Figure 1. Metal 1 (run 1).
Drawn at 2 px/um. Supply wires on this layer in gray. Cells faint in the background.
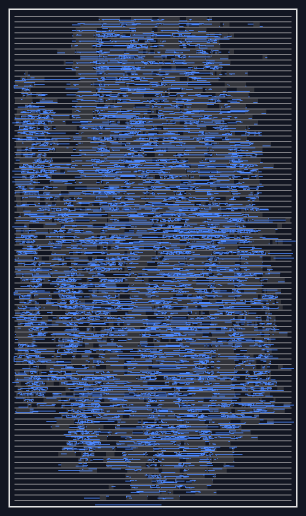
Figure 2. M2 wires (run 1).
Drawn at 2 px/um.
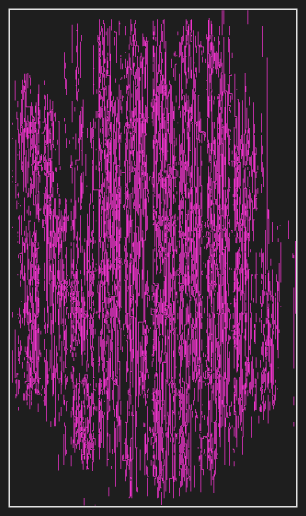
Figure 3. Signal wires on met3 (run 1).
Drawn at 3 px/um. Cells faint in the background.
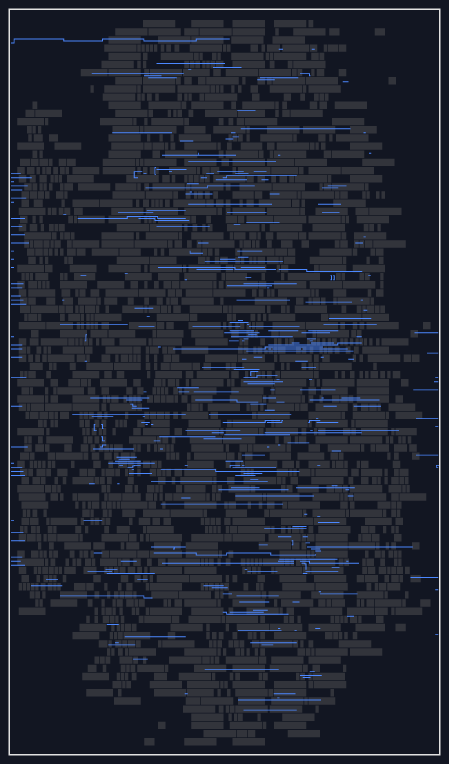
Figure 4. The metal 4 layer (run 1).
Drawn at 2 px/um. Supply wires on this layer in gray. Cells faint in the background.
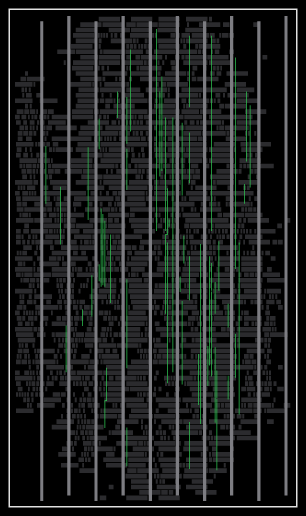
### src/rtl/stc0_ingress_framer.sv
// Frame-checking ingress buffer: hunts for a sync byte, parses length/payload/checksum,
// buffers the payload speculatively and releases it downstream only once the checksum passes.
module stc0_ingress_framer #(
    parameter int          DEPTH   = 32,
    parameter int          MAX_LEN = 16,
    parameter logic [7:0]  SYNC    = 8'hA5
) (
    input  logic        ClkIngress,
    input  logic        ARstb,
    input  logic        IValid,
    input  logic [7:0]  ID,
    output logic        OValid,
    output logic [7:0]  OD,
    output logic        OLast,
    input  logic        OReady,
    output logic [15:0] FrameOkCnt,
    output logic [15:0] FrameErrCnt
);

    localparam int AW = $clog2(DEPTH);
    localparam int PW = AW + 1;

    typedef enum logic [1:0] {
        ST_HUNT    = 2'd0,
        ST_LEN     = 2'd1,
        ST_PAYLOAD = 2'd2,
        ST_CSUM    = 2'd3
    } state_t;

    state_t          state_q, state_d;
    logic [7:0]      rem_q, rem_d;
    logic [7:0]      sum_q, sum_d;
    logic [PW-1:0]   wr_ptr_q, wr_ptr_d;
    logic [PW-1:0]   wr_commit_q, wr_commit_d;
    logic [PW-1:0]   rd_ptr_q, rd_ptr_d;
    logic            ovalid_q, ovalid_d;
    logic [7:0]      od_q, od_d;
    logic            olast_q, olast_d;
    logic [15:0]     ok_cnt_q, ok_cnt_d;
    logic [15:0]     err_cnt_q, err_cnt_d;

    logic [8:0]      mem_q [DEPTH];
    logic            wr_en_s;
    logic [8:0]      wr_data_s;
    logic            full_s;
    logic            rd_fire_s;
    logic            ok_inc_s;
    logic            err_inc_s;
    logic [8:0]      rd_entry_s;

    // Frame parser, pointer management and lookahead of the registered output stage
    always_comb begin
        state_d     = state_q;
        rem_d       = rem_q;
        sum_d       = sum_q;
        wr_ptr_d    = wr_ptr_q;
        wr_commit_d = wr_commit_q;
        wr_en_s     = 1'b0;
        wr_data_s   = {rem_q == 8'd1, ID};
        ok_inc_s    = 1'b0;
        err_inc_s   = 1'b0;
        full_s      = (wr_ptr_q - rd_ptr_q) == PW'(DEPTH);
        rd_fire_s   = ovalid_q && OReady;

        if (IValid) begin
            case (state_q)
                ST_HUNT: begin
                    if (ID == SYNC) begin
                        state_d = ST_LEN;
                    end else begin
                        state_d = ST_HUNT;
                    end
                end
                ST_LEN: begin
                    if ((ID == 8'd0) || (ID > 8'(MAX_LEN))) begin
                        err_inc_s = 1'b1;
                        state_d   = ST_HUNT;
                    end else begin
                        rem_d   = ID;
                        sum_d   = 8'd0;
                        state_d = ST_PAYLOAD;
                    end
                end
                ST_PAYLOAD: begin
                    if (full_s) begin
                        wr_ptr_d  = wr_commit_q;
                        err_inc_s = 1'b1;
                        state_d   = ST_HUNT;
                    end else begin
                        wr_en_s  = 1'b1;
                        wr_ptr_d = wr_ptr_q + PW'(1);
                        sum_d    = sum_q + ID;
                        rem_d    = rem_q - 8'd1;
                        if (rem_q == 8'd1) begin
                            state_d = ST_CSUM;
                        end else begin
                            state_d = ST_PAYLOAD;
                        end
                    end
                end
                ST_CSUM: begin
                    if (ID == sum_q) begin
                        wr_commit_d = wr_ptr_q;
                        ok_inc_s    = 1'b1;
                    end else begin
                        wr_ptr_d  = wr_commit_q;
                        err_inc_s = 1'b1;
                    end
                    state_d = ST_HUNT;
                end
                default: begin
                    state_d = ST_HUNT;
                end
            endcase
        end else begin
            state_d = state_q;
        end

        if (ok_inc_s && (ok_cnt_q != 16'hFFFF)) begin
            ok_cnt_d = ok_cnt_q + 16'd1;
        end else begin
            ok_cnt_d = ok_cnt_q;
        end
        if (err_inc_s && (err_cnt_q != 16'hFFFF)) begin
            err_cnt_d = err_cnt_q + 16'd1;
        end else begin
            err_cnt_d = err_cnt_q;
        end

        // Entries below the next commit point were written on earlier edges, so the
        // old memory contents are the right source for the next-cycle output.
        rd_ptr_d   = rd_ptr_q + (rd_fire_s ? PW'(1) : PW'(0));
        rd_entry_s = mem_q[rd_ptr_d[AW-1:0]];
        ovalid_d   = (rd_ptr_d != wr_commit_d);
        if (ovalid_d) begin
            od_d    = rd_entry_s[7:0];
            olast_d = rd_entry_s[8];
        end else begin
            od_d    = 8'd0;
            olast_d = 1'b0;
        end
    end

    // Payload storage; contents need no reset because the pointers gate visibility
    always_ff @(posedge ClkIngress) begin
        if (wr_en_s) begin
            mem_q[wr_ptr_q[AW-1:0]] <= wr_data_s;
        end
    end

    // Parser state, pointers, counters and registered output stage
    always_ff @(posedge ClkIngress or negedge ARstb) begin
        if (!ARstb) begin
            state_q     <= ST_HUNT;
            rem_q       <= 8'd0;
            sum_q       <= 8'd0;
            wr_ptr_q    <= '0;
            wr_commit_q <= '0;
            rd_ptr_q    <= '0;
            ovalid_q    <= 1'b0;
            od_q        <= 8'd0;
            olast_q     <= 1'b0;
            ok_cnt_q    <= 16'd0;
            err_cnt_q   <= 16'd0;
        end else begin
            state_q     <= state_d;
            rem_q       <= rem_d;
            sum_q       <= sum_d;
            wr_ptr_q    <= wr_ptr_d;
            wr_commit_q <= wr_commit_d;
            rd_ptr_q    <= rd_ptr_d;
            ovalid_q    <= ovalid_d;
            od_q        <= od_d;
            olast_q     <= olast_d;
            ok_cnt_q    <= ok_cnt_d;
            err_cnt_q   <= err_cnt_d;
        end
    end

    assign OValid      = ovalid_q;
    assign OD          = od_q;
    assign OLast       = olast_q;
    assign FrameOkCnt  = ok_cnt_q;
    assign FrameErrCnt = err_cnt_q;

endmodule

### config.mk
export PLATFORM = sky130hd
export DESIGN_NAME = stc0_ingress_framer
export DESIGN_NICKNAME = d
export VERILOG_FILES = /design/src/rtl/stc0_ingress_framer.sv
export SDC_FILE = /design/constraint.sdc
export NUM_CORES = 1
export LEC_CHECK = 0
export ABC_AREA = 1
export CAP_MARGIN = 20
export CORE_AREA = 2 2 141 246
export DETAILED_ROUTE_END_ITERATION = 8
export DIE_AREA = 0 0 143 248
export PLACE_DENSITY = 0.69
export SYNTH_ARGS = -nofsm -noshare
export SYNTH_HDL_FRONTEND = slang
export SYNTH_SLANG_ARGS = --single-unit
export TNS_END_PERCENT = 20
### constraint.sdc
create_clock -name ClkIngress -period 2.58 [get_ports ClkIngress]
set_input_delay 0.387 -clock ClkIngress [delete_from_list [all_inputs] [get_ports ClkIngress]]
set_output_delay 0.387 -clock ClkIngress [all_outputs]
set_load 0.1 [all_outputs]
==> metrics.yaml, run 1 <==
sta:
  slew_violations: 0
  period_used_share: 0.9812
  setup_ws_ps: 48.57
  fmax_mhz: 395.0
  finalSetupViolCount: 0
  period_minus_slack_ps: 2531
die:
  chipArea_um2: 35460
  io_pins: 54
layout:
  utilization: 0.6005
  comb_area_um2: 5455
  largestClassByArea: "flip-flops and latches"
  nets: 1794
  seq_area_um2: 10600
  n_antenna_cell: 0
  buffers: 230
  seq_share: 0.5267
  layout_top_cell: "nand2_1"
  largest_reg_flops: 288
  nClkBuffers: 48
  fillers: 2677
clock_tree:
  cts_tree: "yes"
  clock_latency_ps: 540
  cts_root_buffer: "clkbuf_16"
  clkTransAtPathRegs_ps: 70
  clock_sinks: 366
synth:
  yosys.area.top_type: "edfxtp_1"
  numSynthFlops: 366
  synthAdderAreaFrac: 0.01782
  logic_family: "simple AND/OR/NAND/NOR gates"
  yosysChipArea_um2: 16570
  ys_sh_mux: 0
  synth_area_um2: 16570
setup_path:
  crit_cells: 14
  max_stage_delay_ps: 390
  worstPathArrival_ps: 2780
  critPathCaptureType: "register"
  rrSetupSlack_ps: 50
power_and_ir_drop:
  irDropWorstVdd_v: 0.0006681
  power.group.top: "combinational cells"
  p_leak_nw: 8.090
  powerSeq_mw: 6.99
  pwr-share-comb: 0.508
  pwr-share-clk: 0.208
route:
  met2_length_mm: 23.88
  routedWlPerCell_um: 20.08
  wl_met3_mm: 2.743
hold_path:
  min_path_type: "in2async"
grt:
  grt_pass1_vias: 12493
  grt_busiest_layer: "met2"
  met3_usage: 0.03164
  grt_overflow: 0
status:
  outcome: "complete, no violations"
## Picture notes: Figure 1
nets with wire on the layer: 1653
share of all routed wire: 36%
longest straight run: 56.1 um

## Picture notes: Figure 2
nets with wire on the layer: 1481
main direction: vertical
share of all routed wire: 53%
longest straight run: 106 um
wire length on this layer: 23.9 mm
final WL: 44.96 mm
met2 Track Usage GR: 0.4681

## Picture notes: Figure 3
main direction: horizontal
nets with wire on the layer: 203

## Picture notes: Figure 4
wire length on this layer: 2000 um
main direction: vertical
share of all routed wire: 4.5%
nets with wire on the layer: 42
vias: 12619

==> run 2: changes to the inputs <==
--- a/config.mk
+++ b/config.mk
@@ -8,6 +8,7 @@
 export ABC_AREA = 1
 export CAP_MARGIN = 20
 export CORE_AREA = 2 2 141 246
+export CTS_CLUSTER_SIZE = 40
 export DETAILED_ROUTE_END_ITERATION = 8
 export DIE_AREA = 0 0 143 248
 export PLACE_DENSITY = 0.69
Figure 5. M2 wires (run 2).
Drawn at 2 px/um.
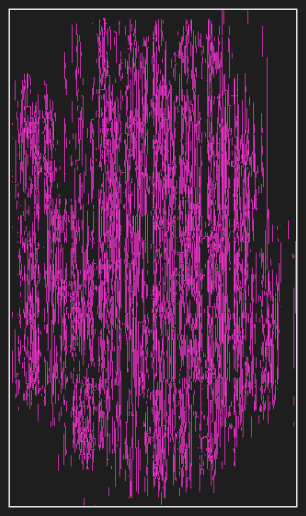
met2 Track Usage GR: 0.4678
vias: 12598

Figure 6. Congestion heat map (run 2).
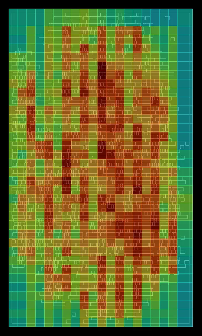
GR peak layer: met2
GR Util met3: 0.03164

==> run 2 against run 1 <==
Sequential power about the same. Utilization about the same. Register-to-register slack about the same. Non-clock buffer count unchanged. Clock power about the same. Total power is essentially flat. Clock skew increased by 0.98 ps. Area after synthesis unchanged. Clock-buffer cell count unchanged. First-iteration DRC count rose by 6.8%.
==> metrics.yaml, run 2 <==
layout:
  seq_area_um2: 10600  # unchanged
  layout_top_cell: "nand2_1"
  fillers: 2674  # -0.11%
  comb_area_um2: 5451  # about the same
  instances_no_fill: 2239
  nets: 1794  # unchanged
  nClkBuffers: 48  # unchanged
  largest_reg_flops: 288  # unchanged
  buffers: 230  # unchanged
  n_antenna_cell: 0  # unchanged
  largestClassByArea: "flip-flops and latches"
  utilization: 0.6004  # about the same
  seq_share: 0.5268  # about the same
power_and_ir_drop:
  irDropWorstVdd_v: 0.0006680  # about the same
  pwr-share-clk: 0.209  # about the same
  p_leak_nw: 8.088  # about the same
  power.group.top: "combinational cells"
  powerComb_mw: 12.5
  pwr-share-comb: 0.507  # about the same
  p_per_area_nw_per_um2: 1224
  powerSeq_mw: 6.99  # about the same
status:
  outcome: "complete, no violations"
route:
  first_iter_violations: 1271
  met2_length_mm: 23.82  # -0.28%
  routedWlPerCell_um: 20.08  # about the same
  drt_wl_total_mm: 44.97  # about the same
  wl_met3_mm: 2.847  # +3.8%
setup_path:
  critical_path_class: "reg2reg"
  cp_data_required_time_ps: 2820
  rrSetupSlack_ps: 50  # about the same
  cp_max_fo: 9
  crit_path_start_kind: "register"
  startpoint: "rd_ptr_q[1]$_DFF_PN0_"
  critPathCaptureType: "register"
  worstPathArrival_ps: 2780  # about the same
  ff2ff_path_depth: 14
  crit_cells: 14  # unchanged
  max_stage_delay_ps: 380  # about the same
die:
  die_w_um: 143
  chipArea_um2: 35460  # unchanged
  fp_util: 0.4944
  io_pins: 54  # unchanged
sta:
  period_minus_slack_ps: 2531  # -0.2520 ps
  slew_headroom: 0.5744
  fmax_mhz: 395.1  # about the same
  period_used_share: 0.9811  # about the same
  slew_violations: 0  # unchanged
  setup_ws_ps: 48.82  # +0.2520 ps
  finalSetupViolCount: 0  # unchanged
grt:
  grt_pass1_wl_mm: 69.33
  grt_pass1_vias: 12478  # -0.12%
  grt_overflow: 0  # unchanged
clock_tree:
  cts_root_buffer: "clkbuf_16"
  clock_latency_ps: 540  # about the same
  clkTransAtPathRegs_ps: 70  # about the same
  clock_sinks: 366  # unchanged
  cts_tree: "yes"
run:
  maxCapViolCount: 0
synth:
  synthAdderAreaFrac: 0.01782  # unchanged
  yosys.area.top_type: "edfxtp_1"
  yosys.area_share.aoi: 0.08592
  yosysChipArea_um2: 16570  # unchanged
  numSynthFlops: 366  # unchanged
  synth_area_um2: 16570  # unchanged
  ys_sh_mux: 0  # unchanged
  netlist_top_cells_count: "nand2_1, edfxtp_1, a21oi_1, nand3_1, inv_1"
  logic_family: "simple AND/OR/NAND/NOR gates"
placement:
  placed_cells: 2167
hold_path:
  min_path_type: "in2async"
==> run 3: changes to the inputs <==
--- a/config.mk
+++ b/config.mk
@@ -12,6 +12,7 @@
 export DETAILED_ROUTE_END_ITERATION = 8
 export DIE_AREA = 0 0 143 248
 export PLACE_DENSITY = 0.69
+export SLEW_MARGIN = 20
 export SYNTH_ARGS = -nofsm -noshare
 export SYNTH_HDL_FRONTEND = slang
 export SYNTH_SLANG_ARGS = --single-unit
==> constraint.sdc (replaced) <==
create_clock -name ClkIngress -period 2.3 [get_ports ClkIngress]
set_input_delay 0.345 -clock ClkIngress [delete_from_list [all_inputs] [get_ports ClkIngress]]
set_output_delay 0.345 -clock ClkIngress [all_outputs]
set_load 0.1 [all_outputs]
Figure 7. The metal 4 layer (run 3).
Drawn at 2 px/um. Supply wires on this layer in gray. Cells faint in the background.
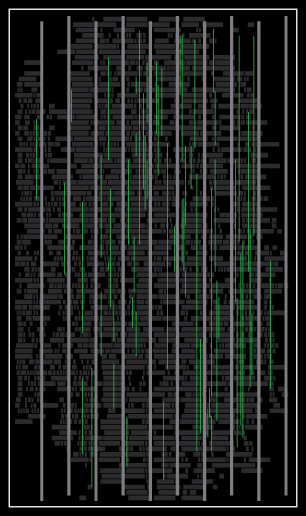
nets with wire on the layer: 42
main direction: vertical
longest straight run: 139 um
wire length on this layer: 2790 um
share of all routed wire: 5.9%

Figure 8. Signal wires on met3 (run 3).
Drawn at 3 px/um. Cells faint in the background.
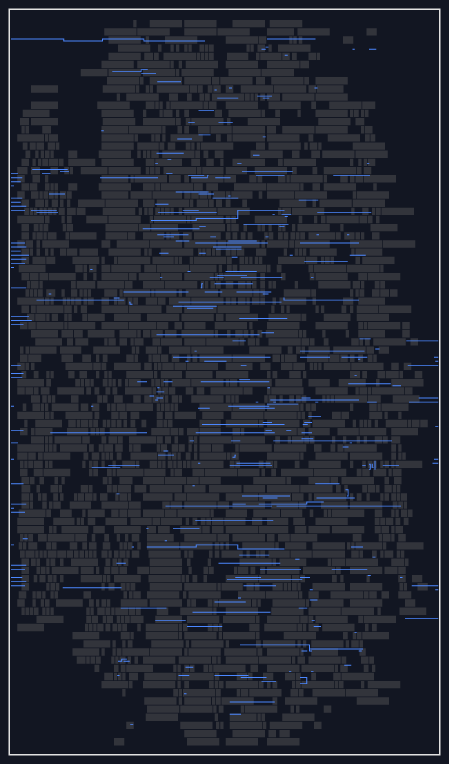
nets with wire on the layer: 168
share of all routed wire: 4.2%
GR Util met3: 0.02991
vias: 12549
final WL: 47.13 mm

==> run 3 against run 2 <==
The flow now finishes with violations (negative setup slack). Clock power increased by about 20%. Die size is the same. Sequential share of layout area down 2.6 points. Worst hold slack lost 72 ps. Routed wire length increased by 4.8%. Setup slack lost 140 ps. Utilization increased by 3.1 points. Clock-buffer cell count fell by 4.
==> metrics.yaml, run 3 <==
status:
  outcome: "complete, but fails checks"
  violations: "negative setup slack"
setup_path:
  cp_data_required_time_ps: 2560  # -260 ps
  worstPathArrival_ps: 2650  # -130 ps
  critPathCaptureType: "register"
  critical_path_class: "reg2reg"
  cp_max_fo: 9  # unchanged
layout:
  seq_area_um2: 10600  # about the same
  nClkBuffers: 44  # -8.3%
  layout_top_cell: "nand2_1"
  comb_area_um2: 5904  # +8.3%
  utilization: 0.6313  # +0.03098
  largestClassByArea: "flip-flops and latches"
  n_antenna_cell: 1  # +1
run:
  maxCapViolCount: 0  # unchanged
synth:
  logic_family: "simple AND/OR/NAND/NOR gates"
  ys_sh_mux: 0  # unchanged
  netlist_top_cells_count: "nand2_1, edfxtp_1, a21oi_1, nand3_1, inv_1"
  yosys.area.top_type: "edfxtp_1"
  synth_area_um2: 16570  # unchanged
power_and_ir_drop:
  pwr-share-clk: 0.207  # -0.002
  p_per_area_nw_per_um2: 1408  # +15%
  p_leak_nw: 8.343  # +3.1%
clock_tree:
  clkTransAtPathRegs_ps: 70  # about the same
  cts_root_buffer: "clkbuf_16"
  clock_sinks: 366  # unchanged
  clock_latency_ps: 550  # about the same
  cts_tree: "yes"
route:
  met2_length_mm: 24.97  # +4.8%
  routedWlPerCell_um: 21.06  # +4.9%
sta:
  period_minus_slack_ps: 2394  # -137.5 ps
  setup_ws_ps: -93.67  # -142.5 ps
  period_used_share: 1.041  # +0.05965
  slew_headroom: 0.5497  # -0.02471
  slew_violations: 0  # unchanged
  finalSetupViolCount: 276  # +276
grt:
  grt_use_met2: 0.4899  # +0.02209
  grt_pass1_vias: 12905  # +3.4%
  grt_overflow: 0  # unchanged
  grt_pass1_wl_mm: 72.02  # +3.9%
die:
  io_pins: 54  # unchanged
  die_w_um: 143  # unchanged
Power figures rest on the tool's default switching activity, not on a simulated workload.
